clock_map.png
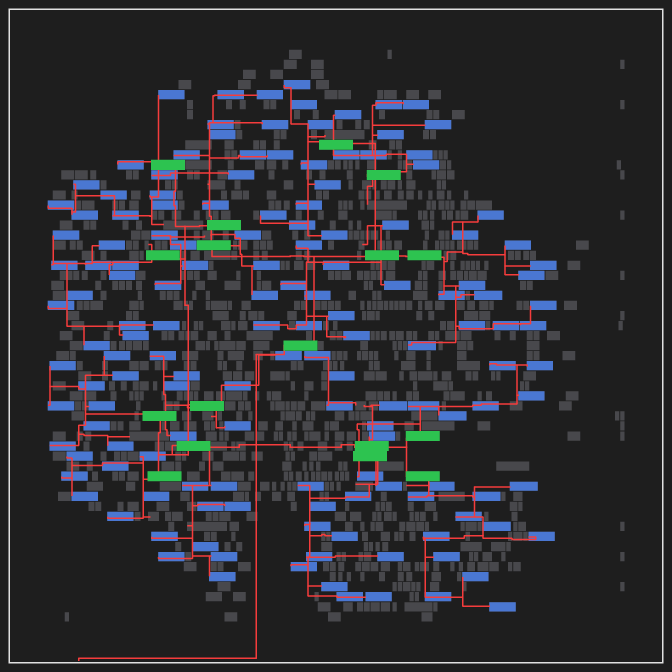
pins.png
Pins as bars across the die edge, other pins in gray.
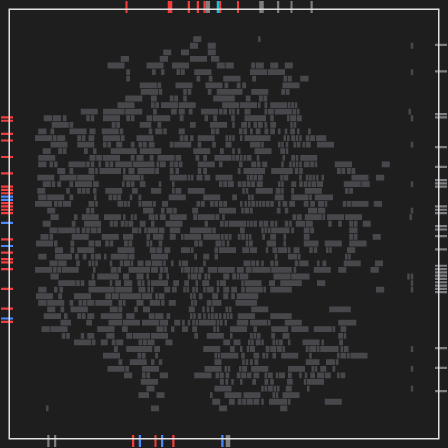
drive_strength.png
Scale bar: 50 um.
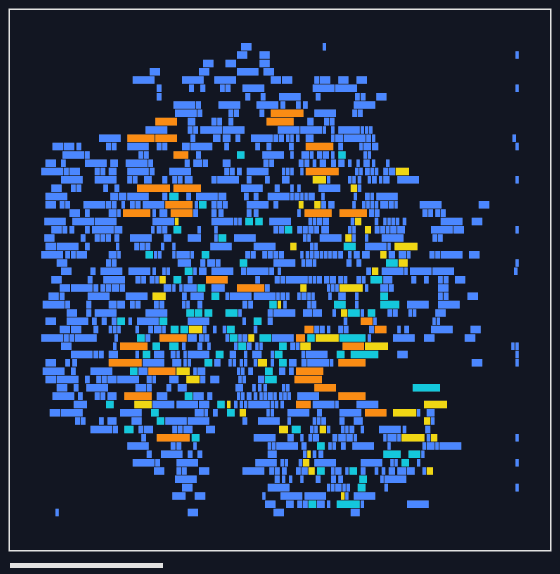
final_clocks.png
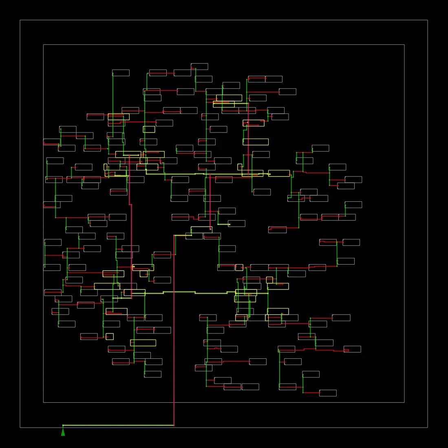
--- src/rtl/imem_loader_if.sv ---
// Byte-stream and instruction-memory write bundle for imem_loader.
// Ports: Byte_In/Byte_Valid/Byte_Ready host stream; Mem_Wr_En/Addr/Data memory write port.
// Latency: none (wires only). Backpressure: Byte_Ready driven by the loader.
interface imem_loader_if #(
  parameter int DWIDTH = 32
);
  logic [7:0]        Byte_In;
  logic              Byte_Valid;
  logic              Byte_Ready;
  logic              Mem_Wr_En;
  logic [DWIDTH-1:0] Mem_Wr_Addr;
  logic [31:0]       Mem_Wr_Data;

  // Host / memory side.
  modport master (
    output Byte_In, Byte_Valid,
    input  Byte_Ready, Mem_Wr_En, Mem_Wr_Addr, Mem_Wr_Data
  );

  // Loader side.
  modport slave (
    input  Byte_In, Byte_Valid,
    output Byte_Ready, Mem_Wr_En, Mem_Wr_Addr, Mem_Wr_Data
  );
endinterface

--- src/rtl/imem_loader.sv ---
// Boot loader: parses A5/count/data/xor-checksum frames into imem word writes, gates core reset.
// Latency: write strobe 1 cycle after a word's 4th byte; status 1 cycle after the deciding byte.
// Backpressure: none; Byte_Ready is 1 in every state after reset, so bytes may arrive every cycle.
// Ports: Clk_Core, Rst_Core (sync, active-high); bus (slave: byte stream in, memory write out);
//        Core_Hold (core reset), Load_Done (frame verified), Load_Error (frame aborted).
module imem_loader #(
  parameter int         DWIDTH      = 32,
  parameter int         MEM_SIZE    = 16384,
  parameter logic [7:0] SYNC_BYTE   = 8'hA5,
  parameter int         TIMEOUT_CYC = 1000000
) (
  input  logic         Clk_Core,
  input  logic         Rst_Core,
  imem_loader_if.slave bus,
  output logic         Core_Hold,
  output logic         Load_Done,
  output logic         Load_Error
);

  // One extra bit so a count of exactly MEM_SIZE does not wrap the word index.
  localparam int IDX_W = $clog2(MEM_SIZE) + 1;
  localparam int TMO_W = $clog2(TIMEOUT_CYC) + 1;

  typedef enum logic [2:0] {
    IDLE, CNT_LO, CNT_HI, DATA, CSUM, DONE, ERROR
  } state_t;

  state_t            state_q, state_d;
  logic              rdy_q;
  logic              wr_en_q, wr_en_d;
  logic [DWIDTH-1:0] addr_q, addr_d;
  logic [31:0]       data_q, data_d;
  logic              hold_q, hold_d;
  logic              done_q, done_d;
  logic              err_q, err_d;
  logic [15:0]       cnt_q, cnt_d;
  logic [IDX_W-1:0]  widx_q, widx_d;
  logic [1:0]        bidx_q, bidx_d;
  logic [31:0]       word_q, word_d;
  logic [7:0]        csum_q, csum_d;
  logic [TMO_W-1:0]  tmo_q, tmo_d;

  logic        acc;
  logic        in_frame;
  logic        go_err;
  logic [15:0] n_words;

  assign acc = bus.Byte_Valid && rdy_q;
  assign in_frame = (state_q == CNT_LO) || (state_q == CNT_HI) ||
                    (state_q == DATA)   || (state_q == CSUM);

  always_comb begin
    state_d = state_q;
    wr_en_d = 1'b0;
    addr_d  = addr_q;
    data_d  = data_q;
    hold_d  = hold_q;
    done_d  = done_q;
    err_d   = err_q;
    cnt_d   = cnt_q;
    widx_d  = widx_q;
    bidx_d  = bidx_q;
    word_d  = word_q;
    csum_d  = csum_q;
    tmo_d   = '0;
    go_err  = 1'b0;
    n_words = {bus.Byte_In, cnt_q[7:0]};

    // Inter-byte idle watchdog, only meaningful while a frame is open.
    if (in_frame && !acc) begin
      if (tmo_q == TMO_W'(TIMEOUT_CYC - 1)) go_err = 1'b1;
      else                                  tmo_d  = tmo_q + 1'b1;
    end

    case (state_q)
      IDLE, DONE, ERROR: begin
        if (acc && bus.Byte_In == SYNC_BYTE) begin
          state_d = CNT_LO;
          done_d  = 1'b0;
          err_d   = 1'b0;
          hold_d  = 1'b1;
          widx_d  = '0;
          bidx_d  = '0;
          csum_d  = '0;
        end
      end
      CNT_LO: begin
        if (acc) begin
          cnt_d[7:0] = bus.Byte_In;
          state_d    = CNT_HI;
        end
      end
      CNT_HI: begin
        if (acc) begin
          cnt_d = n_words;
          if ({16'h0, n_words} > 32'(MEM_SIZE)) go_err  = 1'b1;
          else if (n_words == 16'h0)            state_d = CSUM;
          else                                  state_d = DATA;
        end
      end
      DATA: begin
        if (acc) begin
          word_d[{bidx_q, 3'b000} +: 8] = bus.Byte_In;
          csum_d = csum_q ^ bus.Byte_In;
          bidx_d = bidx_q + 1'b1;
          if (bidx_q == 2'd3) begin
            wr_en_d = 1'b1;
            addr_d  = DWIDTH'({widx_q, 2'b00});
            data_d  = word_d;
            widx_d  = widx_q + 1'b1;
            if ((32'(widx_q) + 32'd1) == 32'(cnt_q)) state_d = CSUM;
          end
        end
      end
      CSUM: begin
        if (acc) begin
          if (bus.Byte_In == csum_q) begin
            state_d = DONE;
            done_d  = 1'b1;
            err_d   = 1'b0;
            hold_d  = 1'b0;
          end else begin
            go_err = 1'b1;
          end
        end
      end
      default: state_d = IDLE;
    endcase

    if (go_err) begin
      state_d = ERROR;
      err_d   = 1'b1;
      done_d  = 1'b0;
      hold_d  = 1'b1;
    end
  end

  // Reset wins over everything, including a write decided in the same cycle.
  always_ff @(posedge Clk_Core) begin
    if (Rst_Core) begin
      state_q <= IDLE;
      rdy_q   <= 1'b0;
      wr_en_q <= 1'b0;
      addr_q  <= '0;
      data_q  <= '0;
      hold_q  <= 1'b1;
      done_q  <= 1'b0;
      err_q   <= 1'b0;
      cnt_q   <= '0;
      widx_q  <= '0;
      bidx_q  <= '0;
      word_q  <= '0;
      csum_q  <= '0;
      tmo_q   <= '0;
    end else begin
      state_q <= state_d;
      rdy_q   <= 1'b1;
      wr_en_q <= wr_en_d;
      addr_q  <= addr_d;
      data_q  <= data_d;
      hold_q  <= hold_d;
      done_q  <= done_d;
      err_q   <= err_d;
      cnt_q   <= cnt_d;
      widx_q  <= widx_d;
      bidx_q  <= bidx_d;
      word_q  <= word_d;
      csum_q  <= csum_d;
      tmo_q   <= tmo_d;
    end
  end

  assign bus.Byte_Ready  = rdy_q;
  assign bus.Mem_Wr_En   = wr_en_q;
  assign bus.Mem_Wr_Addr = addr_q;
  assign bus.Mem_Wr_Data = data_q;
  assign Core_Hold       = hold_q;
  assign Load_Done       = done_q;
  assign Load_Error      = err_q;

endmodule

--- src/flat_wrapper.sv ---
// flat-port wrapper written by rule: the top's interface ports become plain ports
module imem_loader_flat 
#(
  parameter int         DWIDTH      = 32,
  parameter int         MEM_SIZE    = 16384,
  parameter logic [7:0] SYNC_BYTE   = 8'hA5,
  parameter int         TIMEOUT_CYC = 1000000
)
  (Clk_Core, Rst_Core, Core_Hold, Load_Done, Load_Error, bus_Byte_In, bus_Byte_Valid, bus_Byte_Ready, bus_Mem_Wr_En, bus_Mem_Wr_Addr, bus_Mem_Wr_Data);
  imem_loader_if #(.DWIDTH(DWIDTH)) bus_i ();
  input  logic Clk_Core;
  input  logic Rst_Core;
  output logic Core_Hold;
  output logic Load_Done;
  output logic Load_Error;
  input wire logic [$bits(bus_i.Byte_In)-1:0] bus_Byte_In;
  input wire logic [$bits(bus_i.Byte_Valid)-1:0] bus_Byte_Valid;
  output wire logic [$bits(bus_i.Byte_Ready)-1:0] bus_Byte_Ready;
  output wire logic [$bits(bus_i.Mem_Wr_En)-1:0] bus_Mem_Wr_En;
  output wire logic [$bits(bus_i.Mem_Wr_Addr)-1:0] bus_Mem_Wr_Addr;
  output wire logic [$bits(bus_i.Mem_Wr_Data)-1:0] bus_Mem_Wr_Data;
  assign bus_i.Byte_In = bus_Byte_In;
  assign bus_i.Byte_Valid = bus_Byte_Valid;
  assign bus_Byte_Ready = bus_i.Byte_Ready;
  assign bus_Mem_Wr_En = bus_i.Mem_Wr_En;
  assign bus_Mem_Wr_Addr = bus_i.Mem_Wr_Addr;
  assign bus_Mem_Wr_Data = bus_i.Mem_Wr_Data;
  imem_loader #(.DWIDTH(DWIDTH), .MEM_SIZE(MEM_SIZE), .SYNC_BYTE(SYNC_BYTE), .TIMEOUT_CYC(TIMEOUT_CYC)) u_core (.Clk_Core(Clk_Core), .Rst_Core(Rst_Core), .bus(bus_i), .Core_Hold(Core_Hold), .Load_Done(Load_Done), .Load_Error(Load_Error));
endmodule
--- config.mk ---
export PLATFORM = sky130hd
export DESIGN_NAME = imem_loader_flat
export DESIGN_NICKNAME = d
export VERILOG_FILES = /design/src/rtl/imem_loader_if.sv /design/src/rtl/imem_loader.sv /design/src/flat_wrapper.sv
export SDC_FILE = /design/constraint.sdc
export NUM_CORES = 1
export LEC_CHECK = 0
export ABC_AREA = 1
export CAP_MARGIN = 20
export CORE_MARGIN = 10
export CORE_UTILIZATION = 28
export DETAILED_ROUTE_END_ITERATION = 7
export HOLD_SLACK_MARGIN = 0.03
export PLACE_DENSITY = 0.54
export SLEW_MARGIN = 15
export SYNTH_ARGS = -nofsm -noshare
export SYNTH_HDL_FRONTEND = slang
export SYNTH_SLANG_ARGS = --single-unit
--- constraint.sdc ---
create_clock -name Clk_Core -period 2.11 [get_ports Clk_Core]
set_clock_uncertainty 0.05 [all_clocks]
set_input_delay 0.422 -clock Clk_Core [delete_from_list [all_inputs] [get_ports Clk_Core]]
set_output_delay 0.422 -clock Clk_Core [all_outputs]
set_load 0.005 [all_outputs]
==> changes_impl.md <==
## Implementation

- Status: complete, no violations
- CP max stage cell: clkdlybuf4s50_1
- WHS Endpoint: u_core.tmo_q[0]
- Unrepaired setup endpoints after global routing: yes
- Dominant Register Cell: dfxtp_1
- CP endpoint kind: flip-flop
- Top-count cell post-synth: dfxtp_1
- Crit. Startpoint: bus_Byte_In[5]
- Critical Path, Cell by Cell: clkdlybuf4s50_1 -> inv_1 -> nor4_2 -> nand3_1 -> nand2_1 -> o21ai_0 -> or3b_1 -> nand2_1 -> o211ai_1
- Hpwl dp: between 10000 and 15000 um
- Share of post-route cells with drive strength above 1: 14.9%
- M1 WL: 9450 um
- ANT cells: 0
- P_leak: 3.58 nW
- Sequential power: 3.30 mW
- CTS root buf: clkbuf_16
- Pwr/cell area: 1070 nW/um2
- Tapcell count: 324
- Most frequent cells in the layout: dfxtp_1, nand2_1, o21ai_0
- Synth warnings: 0
- Top cell excl fill/tap: dfxtp_1
- Final Total Pwr: ~9.7 mW
- GRT overflow: 0
- Sequential power share: 34.1%
- Post-DR wirelength/cell: 14.3 um
- Final Cycle Share: 93.7%
- CTS Buffer Depth: 2
- Final Hold Fails: 0
- WL met3: between 900 and 1000 um
- YS chip area: 6870 um2
- First-pass GRT wire length: 30900 um
- Vias per cell: 4.70
- Via Count: 6330
- Final setup violation count: 0
- Synth Instances: ~900
- Max_cap viols: 0
- Crit Path Class: primary input to flip-flop
- Logic area: about 3500 um2
- Post-place instance area: 8160 um2
- Starting Density: 28.3%
- Fill cells: 2558
- Fin crit period: 1.98 ns
About clock_map.png:
green -> cells driving clock nets  # count 17
blue -> flip-flops  # count 149
red -> clock wires  # length 2090 um
routed clock nets = 18
clk_lat worst skew: 0.43 ns
Clock power frac: 35.1%
Clk. pwr: 3.40 mW

About pins.png:
red -> bus_Mem_Wr_Data  # pins 32, direction output, edge 21 left, 8 top, 3 bottom
cyan -> bus_Mem_Wr_En  # pins 1, direction output, edge top
blue -> bus_Byte_In  # pins 8, direction input, edge 5 left, 3 bottom
all pins by edge = 28 right, 26 left, 16 top, 10 bottom
die width: 177 um
Die Span Y: 177 um

About drive_strength.png:
blue -> drive 1 or less  # cells 870
yellow -> drive 2  # cells 43
orange -> drive 6 and up  # cells 35
cyan -> drive 3 to 4  # cells 74
setup slack after layout: 0.133 ns
Layout area overhead: 31.7%
non-clock buffer count: 125
final instance area: 9040 um2

About final_clocks.png:
flip-flops: 149
clock buffers: 21
TritonCTS buffer count: 17
# clock sinks: 149

==> logic make-up after synthesis <==
family / after synthesis / synth area share [%]
other: 1 / 0.0546
DFF: 149 / 43.4
adders and majority gates: 8 / 1.46
AOI/OAI and AO/OA: 285 / 23.5
and+or+nand+nor: 304 / 20.2
buffers and inverters: 145 / 9.22
xor gates and xnor gates: 16 / 2.04
==> sequential cells by signal, indices dropped and copies added, names as in the netlist <==
name                    count
u_core.Core_Hold            1
u_core.Load_Done            1
u_core.Load_Error           1
u_core.bidx_q               2
u_core.bus.Byte_Ready       1
u_core.bus.Mem_Wr_Addr     15
u_core.bus.Mem_Wr_Data     32
u_core.bus.Mem_Wr_En        1
u_core.cnt_q               16
u_core.csum_q               8
u_core.state_q              3
u_core.tmo_q               21
u_core.widx_q              15
u_core.word_q              32
Power is estimated from default activity; no workload was simulated.
